--- config.mk ---
export PLATFORM = sky130hd
export DESIGN_NAME = jacobi_feeder
export DESIGN_NICKNAME = d
export VERILOG_FILES = /design/src/rtl/jacobi_feeder_pkg.sv /design/src/rtl/jacobi_feeder_sync_fifo.sv /design/src/rtl/jacobi_feeder.sv
export SDC_FILE = /design/constraint.sdc
export NUM_CORES = 1
export LEC_CHECK = 0
export ABC_CLOCK_PERIOD_IN_PS = 11850
export CORE_MARGIN = 4
export CORE_UTILIZATION = 60
export CTS_BUF_LIST = sky130_fd_sc_hd__clkbuf_8
export CTS_CLUSTER_DIAMETER = 50
export DETAILED_ROUTE_END_ITERATION = 10
export PLACE_DENSITY = 0.91
export SETUP_SLACK_MARGIN = 0.02
export SLEW_MARGIN = 15
export SYNTH_ARGS = -nofsm -noshare
export SYNTH_HDL_FRONTEND = slang
export SYNTH_SLANG_ARGS = --single-unit
--- constraint.sdc ---
create_clock -name clk -period 11.85 [get_ports clk]
set_input_delay 1.185 -clock clk [delete_from_list [all_inputs] [get_ports clk]]
set_output_delay 1.185 -clock clk [all_outputs]
set_load 0.01 [all_outputs]
--- src/rtl/jacobi_feeder_pkg.sv ---
// Constants shared between the Jacobi feeder and the solver it drives:
// word width, largest system size, Q.8 fraction width and feeder state codes.
package jacobi_feeder_pkg;

    localparam int FEEDER_DATA_W = 27;
    localparam int MAX_N         = 200;
    localparam int Q_FRAC_W      = 8;

    localparam logic [3:0] ST_IDLE   = 4'd0;
    localparam logic [3:0] ST_GO_HI  = 4'd1;
    localparam logic [3:0] ST_GO_GAP = 4'd2;
    localparam logic [3:0] ST_B_HI   = 4'd3;
    localparam logic [3:0] ST_B_LO   = 4'd4;
    localparam logic [3:0] ST_AB_GAP = 4'd5;
    localparam logic [3:0] ST_A_HI   = 4'd6;
    localparam logic [3:0] ST_A_LO   = 4'd7;
    localparam logic [3:0] ST_FIN    = 4'd8;

    function automatic logic n_is_valid(input logic [7:0] n_v);
        return (n_v != 8'd0) && (n_v <= 8'(MAX_N));
    endfunction

endpackage

--- src/rtl/jacobi_feeder_sync_fifo.sv ---
// Show-ahead synchronous FIFO used as the feeder's input skid buffer.
// A push into a full FIFO is taken when a pop happens in the same cycle.
module sync_fifo #(
    parameter int WIDTH = 27,
    parameter int DEPTH = 4
) (
    input  logic             clk,
    input  logic             rst_n,
    input  logic             push,
    input  logic [WIDTH-1:0] wdata,
    input  logic             pop,
    output logic [WIDTH-1:0] rdata,
    output logic             full,
    output logic             empty
);

    localparam int AW = $clog2(DEPTH);

    logic [WIDTH-1:0] mem_q [DEPTH];
    logic [AW:0]      wr_ptr_q;
    logic [AW:0]      rd_ptr_q;
    logic             do_push_s;
    logic             do_pop_s;

    // Extra pointer MSB distinguishes full from empty.
    assign empty     = (wr_ptr_q == rd_ptr_q);
    assign full      = (wr_ptr_q[AW] != rd_ptr_q[AW]) &&
                       (wr_ptr_q[AW-1:0] == rd_ptr_q[AW-1:0]);
    assign do_pop_s  = pop && !empty;
    assign do_push_s = push && (!full || do_pop_s);
    assign rdata     = mem_q[rd_ptr_q[AW-1:0]];

    always_ff @(posedge clk) begin
        if (!rst_n) begin
            wr_ptr_q <= '0;
            rd_ptr_q <= '0;
        end else begin
            if (do_push_s) begin
                wr_ptr_q <= wr_ptr_q + {{AW{1'b0}}, 1'b1};
            end
            if (do_pop_s) begin
                rd_ptr_q <= rd_ptr_q + {{AW{1'b0}}, 1'b1};
            end
        end
    end

    always_ff @(posedge clk) begin
        if (do_push_s) begin
            mem_q[wr_ptr_q[AW-1:0]] <= wdata;
        end
    end

endmodule

--- src/rtl/jacobi_feeder.sv ---
// Feeds a Jacobi solver: a go strobe, then N B-words and N*N A-words, each
// presented with a one-cycle load strobe, taken from a buffered input stream.
module jacobi_feeder
    import jacobi_feeder_pkg::*;
#(
    parameter int DATA_W     = FEEDER_DATA_W,
    parameter int FIFO_DEPTH = 4,
    parameter int GAP_CYCLES = 2
) (
    input  logic              clk,
    input  logic              rst_n,
    input  logic              start,
    input  logic [7:0]        n,
    input  logic              s_valid,
    output logic              s_ready,
    input  logic [DATA_W-1:0] s_data,
    output logic              go,
    output logic              load_B,
    output logic              load_A,
    output logic [DATA_W-1:0] B_next,
    output logic [DATA_W-1:0] A_next,
    output logic              busy,
    output logic              done,
    output logic              err
);

    localparam int GW = $clog2(GAP_CYCLES + 1);

    logic [3:0]        state_q, state_d;
    logic [7:0]        n_q, n_d;
    logic [15:0]       nn_q, nn_d;
    logic [7:0]        b_cnt_q, b_cnt_d;
    logic [15:0]       a_cnt_q, a_cnt_d;
    logic [GW-1:0]     gap_q, gap_d;
    logic              go_q, go_d;
    logic              load_b_q, load_b_d;
    logic              load_a_q, load_a_d;
    logic [DATA_W-1:0] b_next_q, b_next_d;
    logic [DATA_W-1:0] a_next_q, a_next_d;
    logic              busy_q, busy_d;
    logic              done_q, done_d;
    logic              err_q, err_d;

    logic              fifo_full_s;
    logic              fifo_empty_s;
    logic              fifo_pop_s;
    logic              fifo_push_s;
    logic [DATA_W-1:0] fifo_rdata_s;

    assign s_ready     = rst_n && !fifo_full_s;
    assign fifo_push_s = s_valid && s_ready;

    sync_fifo #(
        .WIDTH (DATA_W),
        .DEPTH (FIFO_DEPTH)
    ) u_fifo (
        .clk   (clk),
        .rst_n (rst_n),
        .push  (fifo_push_s),
        .wdata (s_data),
        .pop   (fifo_pop_s),
        .rdata (fifo_rdata_s),
        .full  (fifo_full_s),
        .empty (fifo_empty_s)
    );

    // Outputs are registered, so each strobe appears the cycle after its state decides it.
    always_comb begin
        state_d    = state_q;
        n_d        = n_q;
        nn_d       = nn_q;
        b_cnt_d    = b_cnt_q;
        a_cnt_d    = a_cnt_q;
        gap_d      = gap_q;
        go_d       = 1'b0;
        load_b_d   = 1'b0;
        load_a_d   = 1'b0;
        b_next_d   = b_next_q;
        a_next_d   = a_next_q;
        busy_d     = busy_q;
        done_d     = 1'b0;
        err_d      = err_q;
        fifo_pop_s = 1'b0;
        case (state_q)
            ST_IDLE: begin
                if (start) begin
                    if (n_is_valid(n)) begin
                        n_d     = n;
                        nn_d    = 16'(n) * 16'(n);
                        b_cnt_d = 8'd0;
                        a_cnt_d = 16'd0;
                        busy_d  = 1'b1;
                        go_d    = 1'b1;
                        state_d = ST_GO_HI;
                    end else begin
                        err_d = 1'b1;
                    end
                end else begin
                    state_d = ST_IDLE;
                end
            end
            ST_GO_HI: begin
                gap_d   = '0;
                state_d = ST_GO_GAP;
            end
            ST_GO_GAP: begin
                if (gap_q == GW'(GAP_CYCLES - 1)) begin
                    gap_d   = '0;
                    state_d = ST_B_HI;
                end else begin
                    gap_d = gap_q + GW'(1);
                end
            end
            ST_B_HI: begin
                if (!fifo_empty_s) begin
                    fifo_pop_s = 1'b1;
                    b_next_d   = fifo_rdata_s;
                    load_b_d   = 1'b1;
                    b_cnt_d    = b_cnt_q + 8'd1;
                    state_d    = ST_B_LO;
                end else begin
                    state_d = ST_B_HI;
                end
            end
            ST_B_LO: begin
                if (b_cnt_q == n_q) begin
                    gap_d   = '0;
                    state_d = ST_AB_GAP;
                end else begin
                    state_d = ST_B_HI;
                end
            end
            ST_AB_GAP: begin
                if (gap_q == GW'(GAP_CYCLES - 1)) begin
                    gap_d   = '0;
                    state_d = ST_A_HI;
                end else begin
                    gap_d = gap_q + GW'(1);
                end
            end
            ST_A_HI: begin
                if (!fifo_empty_s) begin
                    fifo_pop_s = 1'b1;
                    a_next_d   = fifo_rdata_s;
                    load_a_d   = 1'b1;
                    a_cnt_d    = a_cnt_q + 16'd1;
                    state_d    = ST_A_LO;
                end else begin
                    state_d = ST_A_HI;
                end
            end
            ST_A_LO: begin
                if (a_cnt_q == nn_q) begin
                    state_d = ST_FIN;
                end else begin
                    state_d = ST_A_HI;
                end
            end
            ST_FIN: begin
                done_d  = 1'b1;
                busy_d  = 1'b0;
                state_d = ST_IDLE;
            end
            default: begin
                state_d = ST_IDLE;
            end
        endcase
    end

    // State, counters and registered outputs.
    always_ff @(posedge clk) begin
        if (!rst_n) begin
            state_q  <= ST_IDLE;
            n_q      <= 8'd0;
            nn_q     <= 16'd0;
            b_cnt_q  <= 8'd0;
            a_cnt_q  <= 16'd0;
            gap_q    <= '0;
            go_q     <= 1'b0;
            load_b_q <= 1'b0;
            load_a_q <= 1'b0;
            b_next_q <= '0;
            a_next_q <= '0;
            busy_q   <= 1'b0;
            done_q   <= 1'b0;
            err_q    <= 1'b0;
        end else begin
            state_q  <= state_d;
            n_q      <= n_d;
            nn_q     <= nn_d;
            b_cnt_q  <= b_cnt_d;
            a_cnt_q  <= a_cnt_d;
            gap_q    <= gap_d;
            go_q     <= go_d;
            load_b_q <= load_b_d;
            load_a_q <= load_a_d;
            b_next_q <= b_next_d;
            a_next_q <= a_next_d;
            busy_q   <= busy_d;
            done_q   <= done_d;
            err_q    <= err_d;
        end
    end

    assign go     = go_q;
    assign load_B = load_b_q;
    assign load_A = load_a_q;
    assign B_next = b_next_q;
    assign A_next = a_next_q;
    assign busy   = busy_q;
    assign done   = done_q;
    assign err    = err_q;

endmodule

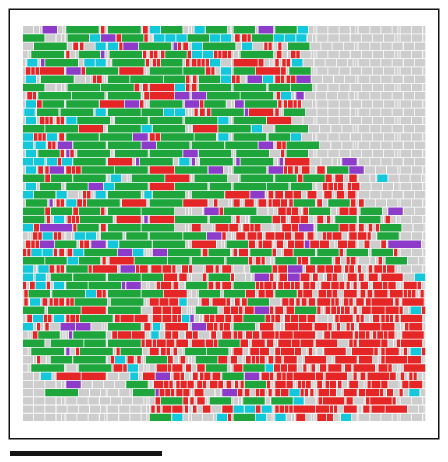
(placement by cell class)
Scale bar: 50 um. Fill, decap, tap and diode cells in gray.
Key: cyan = remaining buffers and delay cells [cells 106, share of their area 8.5%]; green = registers [cells 228, share of their area 46%]; red = remaining logic cells [cells 685, share of their area 39%]; purple = clock drivers and dummy loads [cells 65, share of their area 6.1%]

==> reports/qor.yml <==
top_cell: "nand2_1"
area_leaders: "edfxtp_1 30%, dfxtp_1 23%, nand2_1 5.9%, mux4_2 5.7%, a21oi_1 4.9%"
finalNetCount: 1159
top_cell_area_share_pct: 30.5
antenna_cells: 0
ys.flop_type: "dfxtp_1"
hpwl_mm: 16.3
vias: 7783
dieHeight_um: 141
worstPathMaxFanout: 10
final-hold-violation-count: 0
syn-num-nets: 1067
portBuffers: 99
postCtsSetupRepairBufs: 0
warnings: 31
yosysWarnings: 0
drt-initial-drc-count: 612
min_period_over_period_pct: 46.2
p_leak_nw: 4.61
setup_viol: 0
yosys_area_um2: 10600
clock_latency_ps: 530
crit_path_start_kind: "primary input"
peakVddDrop_mv: 0.118
fin_skew_ps: 24.4
ctsResizeCount: 0
fin_area_um2: 12500
ios: 100
status: "completed"
placed_cell_area_um2: 11800
yosys.cell_types.count: 59
synth-edff-count: 108
ys.flops: 228
fp-utilization_pct: 61.3
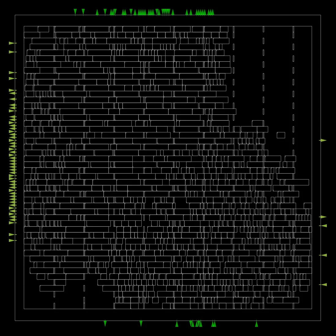
(cell placement)
Core Util, Final: 72.0%
Fill cells: 1,077
FF+latch count: 228
floorplan core area: 17,400 um2
row cnt: 48

[sequential cells by signal (all words and copies together), names as in the netlist, 2 cells and up, named ones only]
| signal | count |
|---|---|
| u_fifo.mem_q | 108 |
| A_next | 27 |
| B_next | 27 |
| a_cnt_q | 16 |
| nn_q | 14 |
| b_cnt_q | 8 |
| n_q | 8 |
| state_q | 4 |
| u_fifo.rd_ptr_q | 3 |
| u_fifo.wr_ptr_q | 3 |
| gap_q | 2 |
[cell type report]
cell class	count	area, um2	share of cell area, %
Timing Repair Buffer	106	1040	8.34
Tap cell	225	282	2.25
Sequential cell	228	5650	45.2
Clock inverter	22	153	1.22
Clock buffer	43	592	4.73
Multi-Input combinational cell	633	4590	36.7
Inverter	52	195	1.56
[cells by family after synthesis]
kind of cell,count (synthesis),synth area share [%]
and+or+nand+nor,321,14.1
DFF,228,53.0
AOI/OAI and AO/OA,169,9.66
buffers and inverters,105,3.99
adders and majority gates,62,9.05
xor gates and xnor gates,52,4.28
muxes,29,5.90
[worst paths after layout]
path	startpoint	endpoint	slack, ps
worst max-delay path	n[5]	nn_q[15]	6380
worst min-delay path	B_next[24]	B_next[24]	450
worst max register to register	state_q[1]	a_cnt_q[9]	8800
worst min register to register	B_next[24]	B_next[24]	450
[per-stage QoR]
| stage | setup slack, ps | hold WS [ps] | power, mW | util, % | std cells |
|---|---|---|---|---|---|
| 3_5_place_dp | 5900 | 446 | 1.23 | 67.8 | 1244 |
| 6_report | 6380 | 453 | 1.90 | 72.0 | 1309 |
| 2_1_floorplan | 6730 | 440 | 1.14 | - | 966 |
| 5_1_grt | 6190 | 479 | 1.99 | 72.0 | 1309 |
| 3_3_place_gp | 6010 | 441 | 1.22 | 67.8 | 1244 |
| 4_1_cts | 6450 | 454 | 1.90 | 72.0 | 1309 |
[where the power goes]
part | switching [mW] | total, mW | internal [mW]
Clock | 0.304 | 0.681 | 0.376
Sequential | 0.0198 | 0.872 | 0.852
Combinational | 0.205 | 0.347 | 0.142
Total | 0.529 | 1.90 | 1.37
[worst max-delay path, stage by stage]
cell and delay, ps:
clkdlybuf4s50_1 700, inv_1 170, nor2_1 210, fa_1 470
fa_1 550, inv_1 60, fa_1 500, fa_1 560
inv_1 50, ha_1 340, a21oi_1 250, o21a_1 170
a21oi_1 100, or4_1 510, o211ai_1 100
[routing by layer]
layer | up-vias | GRT usage (%) | routed length [um]
li1 | 3603 | - | -
met1 | 3791 | 31.4 | 9850
met2 | 311 | 43.1 | 12500
met3 | 78 | 7.19 | 2020
met4 | 0 | 9.69 | 890
met5 | - | 0 | 0
[layout by cell type (no fill, tap or decap), types with 5 or more instances in the layout]
cell             Yosys  layout
nor3_1              13      12
o211ai_1             7       7
clkdlybuf4s50_1      0      99
or4_1               14      14
xnor2_1             24      24
a21oi_1            104     104
clkbuf_8             0      43
and2_1              22      22
and3_1              11      10
ha_1                37      37
mux4_2              27      27
fa_1                25      25
buf_4                0       7
a21o_1               6       6
nand2_1            168     168
edfxtp_1           108     108
xor2_1              28      28
dfxtp_1            120     119
nand3_1             16      16
clkinv_1             1       5
nand4_1             12      12
inv_1               51      62
o31ai_1             14      13
nor4_1               5       5
nor2_1              38      38
o21ai_0              8       8
Power figures rest on the tool's default switching activity, not on a simulated workload.
